==> src/rtl/alu_pkg.sv <==
// Shared widths and FSM state encoding for the ALU command master.
package alu_pkg;

  localparam int OP_W   = 3;
  localparam int DATA_W = 32;
  localparam int RES_W  = 33;
  localparam int CMD_W  = 2 * DATA_W + OP_W;

  typedef enum logic [1:0] {
    ST_IDLE  = 2'd0,
    ST_REQ   = 2'd1,
    ST_RESP  = 2'd2,
    ST_DRAIN = 2'd3
  } state_t;

endpackage

==> src/rtl/alu_cmd_fifo.sv <==
// Command FIFO: registered occupancy count, combinational head read.
// A push and a pop in the same cycle both take effect, even when full.
module alu_cmd_fifo
  import alu_pkg::*;
#(
  parameter int DEPTH = 4,
  parameter int WIDTH = CMD_W
) (
  input  logic             clk,
  input  logic             rst,
  input  logic             wr_en,
  input  logic [WIDTH-1:0] wr_data,
  input  logic             rd_en,
  output logic [WIDTH-1:0] rd_data,
  output logic             full,
  output logic             empty
);

  localparam int PTR_W = (DEPTH > 1) ? $clog2(DEPTH) : 1;
  localparam int CNT_W = $clog2(DEPTH + 1);

  logic [WIDTH-1:0] mem [DEPTH];
  logic [PTR_W-1:0] wr_ptr;
  logic [PTR_W-1:0] rd_ptr;
  logic [CNT_W-1:0] count;
  logic             push;
  logic             pop;

  assign full    = (count == CNT_W'(DEPTH));
  assign empty   = (count == '0);
  assign push    = wr_en && (!full || rd_en);
  assign pop     = rd_en && !empty;
  assign rd_data = mem[rd_ptr];

  // Storage is data only and carries no reset.
  always_ff @(posedge clk) begin
    if (push) mem[wr_ptr] <= wr_data;
  end

  // Pointers wrap naturally at the power-of-two depth; count tracks occupancy.
  always_ff @(posedge clk or posedge rst) begin
    if (rst) begin
      wr_ptr <= '0;
      rd_ptr <= '0;
      count  <= '0;
    end else begin
      if (push) wr_ptr <= wr_ptr + PTR_W'(1);
      if (pop)  rd_ptr <= rd_ptr + PTR_W'(1);
      case ({push, pop})
        2'b10:   count <= count + CNT_W'(1);
        2'b01:   count <= count - CNT_W'(1);
        default: count <= count;
      endcase
    end
  end

endmodule

==> src/rtl/alu_cmd_master.sv <==
// Queues ALU commands and issues them one at a time over a four-phase
// en/ack handshake, with a per-command timeout and a valid/ready response.
module alu_cmd_master
  import alu_pkg::*;
#(
  parameter int DEPTH   = 4,
  parameter int TIMEOUT = 16
) (
  input  logic              clk,
  input  logic              rst,
  input  logic              cmd_valid,
  output logic              cmd_ready,
  input  logic [DATA_W-1:0] cmd_a,
  input  logic [DATA_W-1:0] cmd_b,
  input  logic [OP_W-1:0]   cmd_op,
  output logic [DATA_W-1:0] alu_a,
  output logic [DATA_W-1:0] alu_b,
  output logic [OP_W-1:0]   alu_opcode,
  output logic              alu_en,
  input  logic [RES_W-1:0]  alu_result,
  input  logic              alu_ack,
  output logic              rsp_valid,
  input  logic              rsp_ready,
  output logic [RES_W-1:0]  rsp_result,
  output logic [OP_W-1:0]   rsp_op,
  output logic              rsp_timeout,
  output logic              busy
);

  localparam int                CNT_W   = $clog2(TIMEOUT + 1);
  localparam logic [CNT_W-1:0]  TO_LAST = CNT_W'(TIMEOUT - 1);

  state_t             state;
  logic [CNT_W-1:0]   to_cnt;
  logic               fifo_full;
  logic               fifo_empty;
  logic               push;
  logic               pop;
  logic [CMD_W-1:0]   head;
  logic [DATA_W-1:0]  head_a;
  logic [DATA_W-1:0]  head_b;
  logic [OP_W-1:0]    head_op;

  // A push while full is never a handshake; the source keeps offering.
  assign cmd_ready = !fifo_full;
  assign push      = cmd_valid && cmd_ready;
  assign pop       = (state == ST_IDLE) && !fifo_empty;
  assign busy      = (state != ST_IDLE) || !fifo_empty;
  assign {head_a, head_b, head_op} = head;

  alu_cmd_fifo #(
    .DEPTH (DEPTH),
    .WIDTH (CMD_W)
  ) u_fifo (
    .clk     (clk),
    .rst     (rst),
    .wr_en   (push),
    .wr_data ({cmd_a, cmd_b, cmd_op}),
    .rd_en   (pop),
    .rd_data (head),
    .full    (fifo_full),
    .empty   (fifo_empty)
  );

  // Issue FSM: one command in flight; ALU outputs and response fields registered.
  always_ff @(posedge clk or posedge rst) begin
    if (rst) begin
      state       <= ST_IDLE;
      to_cnt      <= '0;
      alu_a       <= '0;
      alu_b       <= '0;
      alu_opcode  <= '0;
      alu_en      <= 1'b0;
      rsp_valid   <= 1'b0;
      rsp_result  <= '0;
      rsp_op      <= '0;
      rsp_timeout <= 1'b0;
    end else begin
      case (state)
        ST_IDLE: begin
          if (!fifo_empty) begin
            alu_a      <= head_a;
            alu_b      <= head_b;
            alu_opcode <= head_op;
            alu_en     <= 1'b1;
            to_cnt     <= '0;
            state      <= ST_REQ;
          end
        end
        ST_REQ: begin
          // An ack on the final allowed cycle still counts as a completion.
          if (alu_ack) begin
            rsp_result  <= alu_result;
            rsp_op      <= alu_opcode;
            rsp_timeout <= 1'b0;
            alu_en      <= 1'b0;
            rsp_valid   <= 1'b1;
            state       <= ST_RESP;
          end else if (to_cnt == TO_LAST) begin
            rsp_result  <= '0;
            rsp_op      <= alu_opcode;
            rsp_timeout <= 1'b1;
            alu_en      <= 1'b0;
            rsp_valid   <= 1'b1;
            state       <= ST_RESP;
          end else begin
            to_cnt <= to_cnt + CNT_W'(1);
          end
        end
        ST_RESP: begin
          if (rsp_ready) begin
            rsp_valid <= 1'b0;
            state     <= ST_DRAIN;
          end
        end
        ST_DRAIN: begin
          // Four-phase: the ALU must drop ack before the next request.
          if (!alu_ack) state <= ST_IDLE;
        end
        default: state <= ST_IDLE;
      endcase
    end
  end

endmodule

==> config.mk <==
export PLATFORM = sky130hd
export DESIGN_NAME = alu_cmd_master
export DESIGN_NICKNAME = d
export VERILOG_FILES = /design/src/rtl/alu_pkg.sv /design/src/rtl/alu_cmd_fifo.sv /design/src/rtl/alu_cmd_master.sv
export SDC_FILE = /design/constraint.sdc
export NUM_CORES = 1
export LEC_CHECK = 0
export CORE_MARGIN = 5
export CORE_UTILIZATION = 55
export DETAILED_ROUTE_END_ITERATION = 12
export HOLD_SLACK_MARGIN = 0.08
export PLACE_DENSITY = 0.81
export SYNTH_ARGS = -nofsm -noshare
export SYNTH_HDL_FRONTEND = slang
export SYNTH_HIERARCHICAL = 1
export SYNTH_SLANG_ARGS = --single-unit
==> constraint.sdc <==
create_clock -name clk -period 10.78 [get_ports clk]
set_input_delay 2.156 -clock clk [delete_from_list [all_inputs] [get_ports clk]]
set_output_delay 2.156 -clock clk [all_outputs]
set_load 0.02 [all_outputs]
### Layout detail, run 1

Region (66, 101) to (106, 141) um. Cells in grey, sequential cells in the stronger grey; small squares are vias.
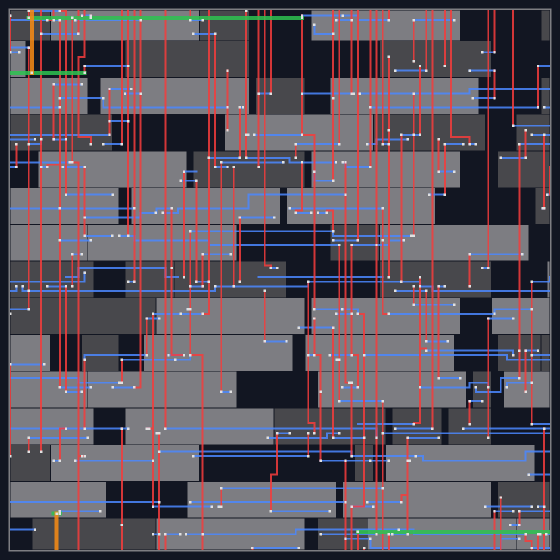
layer	colour
met2	red
met4	orange
met3	green
met1	blue
netlist names of flops here include	`u_fifo/mem` (30)
sequential cells in the window	30
cells with their middle in the window	55
most frequent	edfxtp_1 (30), mux4_2 (8), clkdlybuf4s50_1 (6)

### Logic cells by family, run 1

Scale: 3 px per um.
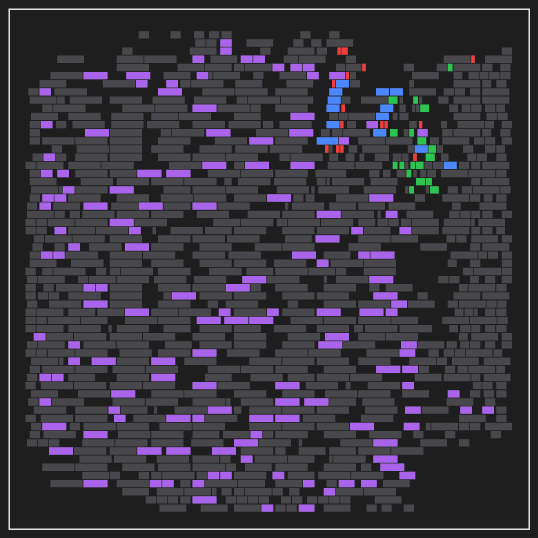
family	colour	cells
multiplexers	purple	141
inverters	red	15
adder and majority cells	blue	13
inverting AOI/OAI gates	green	18

### Congestion heat map, run 1

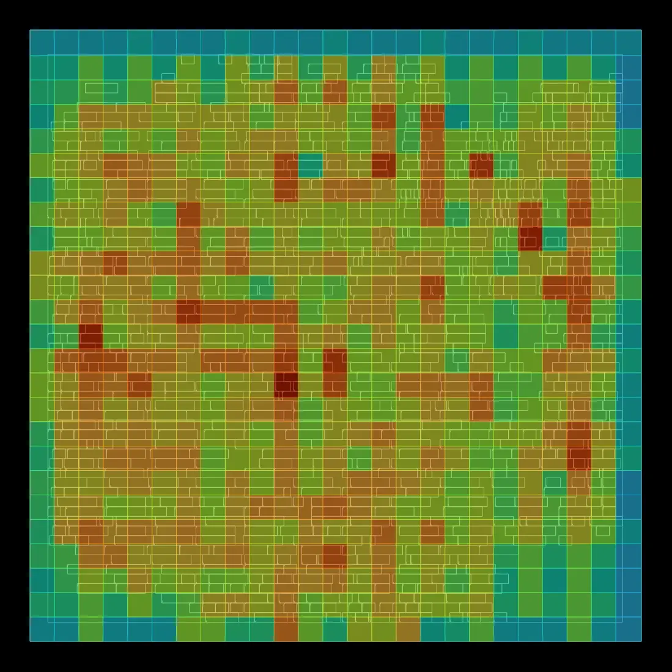
gr busiest metal: met2
routing usage on met3: 5.66%
Wirelength per Cell: 23.4 um
M1 GR Usage: 27.9%
M2 GR Usage: 31.5%

### Metal 2, run 1

Scale: 1.5 px per um. Cells faint in the background.
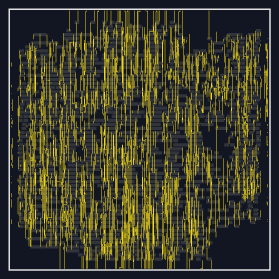
nets with wire on the layer	971
wire length on this layer	14,400 um

-- run 1: power by group --
| group | switching, mW | internal [mW] |
|---|---|---|
| registers | 0.274 | 2.07 |
| logic | 0.864 | 0.981 |
| clock network | 0.541 | 0.883 |
| total | 1.68 | 3.94 |
-- run 1: registers in the layout (all words and copies together), names as in the netlist --
signal and flops:
rsp_op 3, alu_opcode 3, u_fifo/rd_ptr 2, rsp_timeout 1, alu_b 32, state 2
rsp_valid 1, alu_a 32, u_fifo/count 3, alu_en 1, u_fifo/mem 268, u_fifo/wr_ptr 2
rsp_result 33, to_cnt 5
-- run 1: critical path: stages (launching register included) --
cell,delay [ps]
dfrtp_1,420
nor3_1,600
and2_1,280
inv_2,80
clkdlybuf4s50_1,550
==> impl_metrics.yaml, run 1 <==
# flow metrics
run_status:
  status: "finished clean"
detailed_routing:
  drcViolationCount: 0
  met2_length_um: 14400
  top_layer: "met5"
  drt-met1-wl_um: 12300
clocking:
  cts_tree: "done"
  post_cts.repair.setup_buffers: 0
  clk_pin_slew_ps: 60
  htree_levels: 2
  worstSkewPairLatency_ps: 520
  numClockSinks: 388
worst_setup_path:
  critPathLaunch: "u_fifo/count[0]$_DFFE_PP0P_"
  cp_max_fo: 6
placement:
  dp_hpwl_um: 17700
floorplanning:
  num_io_pins: 213
  core-area_um2: 26100
final_layout:
  design.seq.count: 388
  largest_class: "registers"
  final_area_um2: 18300
  area.sequential_um2: 11100
  seq_share_pct: 60.3
  combGateArea_um2: 3260
  final_cell_mix: "edfxtp_1 (268), clkdlybuf4s50_1 (212), dfrtp_1 (118)"
yosys:
  synth_seq_share_pct: 75.8
  xor_share_pct: 0.360
  yosysChipArea_um2: 14600
  yosys.area_share.adder_pct: 1.17
  top_cell_area_share_pct: 55.2
  netlist-cell-type-count: 50
  synth-edff-count: 268
final_timing:
  holdWs_ps: 501
  maxSlewHeadroom_pct: 18.7
  setup_viol: 0
  fin_tns_setup_ps: 0
  skew_ps: 19.8
grt:
  grt_max_degree: 71
  antenna_found_initial: 2
### Where the registers sit, run 1

Scale: 3 px per um.
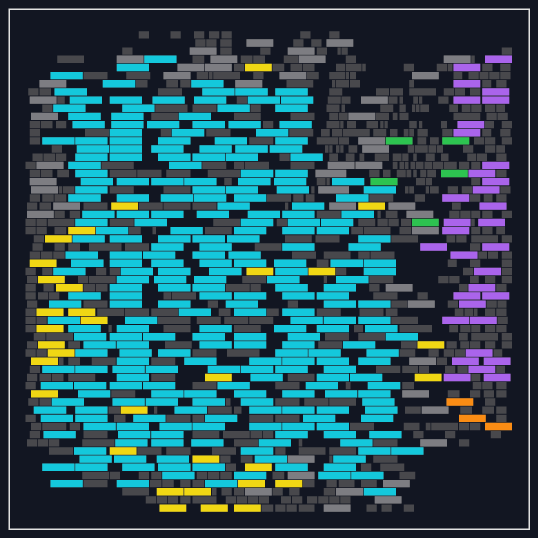

==> run 1 -> run 2 <==
CORE_UTILIZATION = 49   (was 55)
PLACE_DENSITY = 0.76   (was 0.81)
clock period = 3.8 ns   (was 10.78 ns; I/O delays follow)
### Where the registers sit, run 2

Scale: 2 px per um.
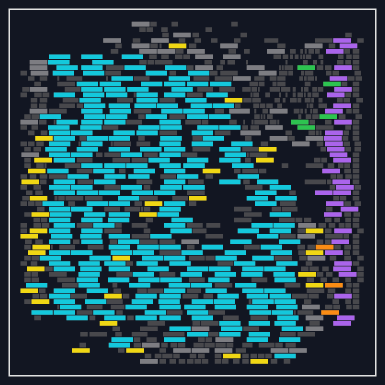
signal	colour	sequential cells
`rsp_result`	purple	33
`to_cnt`	green	5
`u_fifo/mem`	cyan	268
`alu_b`	yellow	32
`rsp_op`	orange	3
not coloured	47

==> run 2 against run 1 <==
Design area grew 0.78%. Flip-flop count is the same. Core utilization shrank 7.7 points. Combinational power grew to 2.9 times the previous value. First-iteration DRC count shrank 19%. Wire length shrank 3.1%. Sequential power grew to 2.8 times the previous value. Synthesized cell count is the same. Clock skew is essentially flat. Non-clock buffer count grew 9. Highest routed layer unchanged.
==> impl_metrics.yaml, run 2 <==
# flow metrics
final_layout:
  largest_register: "u_fifo/mem"
  final_cell_mix: "edfxtp_1 (268), clkdlybuf4s50_1 (212), dfrtp_1 (118)"
  reg_top3: "u_fifo/mem: 268 flops, rsp_result: 33 flops"
power:
  power_frac_comb_pct: 33.7
  top_power_group: "sequential cells"
  pwr-share-seq_pct: 42.2
  power.switching_mw: 4.69
  p_clk_mw: 3.79
  p_int_mw: 11.0
  seq-power_mw: 6.63
  power.share.clock_pct: 24.1
final_timing:
  holdWs_ps: 504
  skew_ps: 20.1
  fin_tns_setup_ps: 0
  maxSlewHeadroom_pct: 30.8
  setup_viol: 0
yosys:
  synth-edff-count: 268
  synth_seq_share_pct: 75.8
  netlist-cell-type-count: 50
clocking:
  clk_pin_slew_ps: 60
  worstSkewPairLatency_ps: 510
  htree_levels: 2
  cts_tree: "done"
  post_cts.repair.setup_buffers: 0
  numClockSinks: 388
floorplanning:
  core-area_um2: 29500
  num_io_pins: 213
worst_setup_path:
  slowest_delay_ps: 610
  critPathLaunch: "u_fifo/count[0]$_DFFE_PP0P_"
  cp_max_fo: 6
  cp.depth: 4
  crit_chain: "nor3_1 > and2_1 > inv_2 > clkdlybuf4s50_1"
placement:
  dp_hpwl_um: 18400
grt:
  grt_max_degree: 69
detailed_routing:
  post_drt_wl_per_cell_um: 21.6
  drcViolationCount: 0
run_status:
  status: "finished clean"
### Congestion heat map, run 2

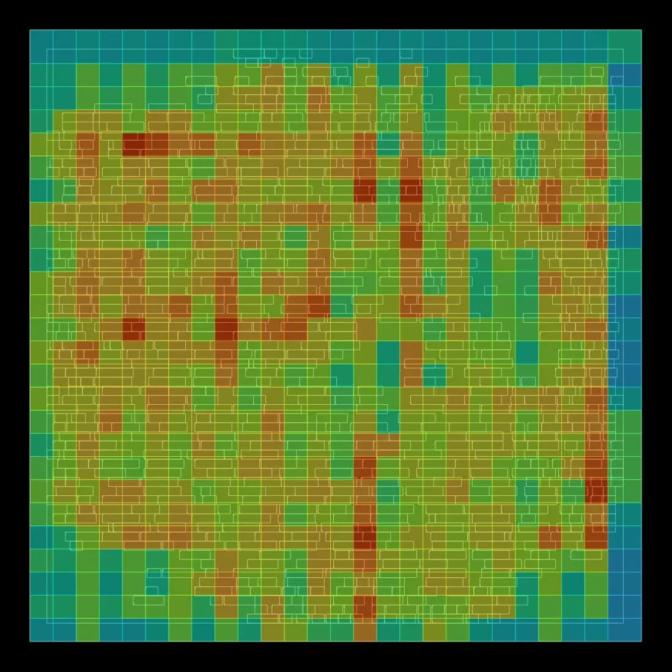
routing usage on met3: 4.84%
M2 GR Usage: 27.7%

## run 2: cell types whose count changed in the layout (fill, tap and decap cells not counted), sizes merged
| cell | delta |
|---|---|
| clkinvlp | -1 |
| clkbuf | +5 |
| buf | +9 |
| bufinv | -5 |
| clkinv | -1 |
## run 2: area by class of cell
type	count	area (um^2)
timing repair buffer	225	2310
multi-input combinational	247	3260
sequential	388	11100
tap	390	488
fill	2034	11000
inverter	15	61.3
clock buffer	54	1130
clock inverter	16	156
## run 2: kinds of logic (layout without fill, tap and decap cells)
logic type | after synthesis | after routing | synth area share, %
xor+xnor | 6 | 6 | 0.360
flops | 388 | 388 | 75.8
compound gates | 58 | 58 | 3.26
simple gates | 29 | 29 | 1.19
buf+inv | 50 | 310 | 1.91
fa+ha+maj | 13 | 13 | 1.17
mux | 141 | 141 | 16.3
Power and IR drop assume default switching activity.
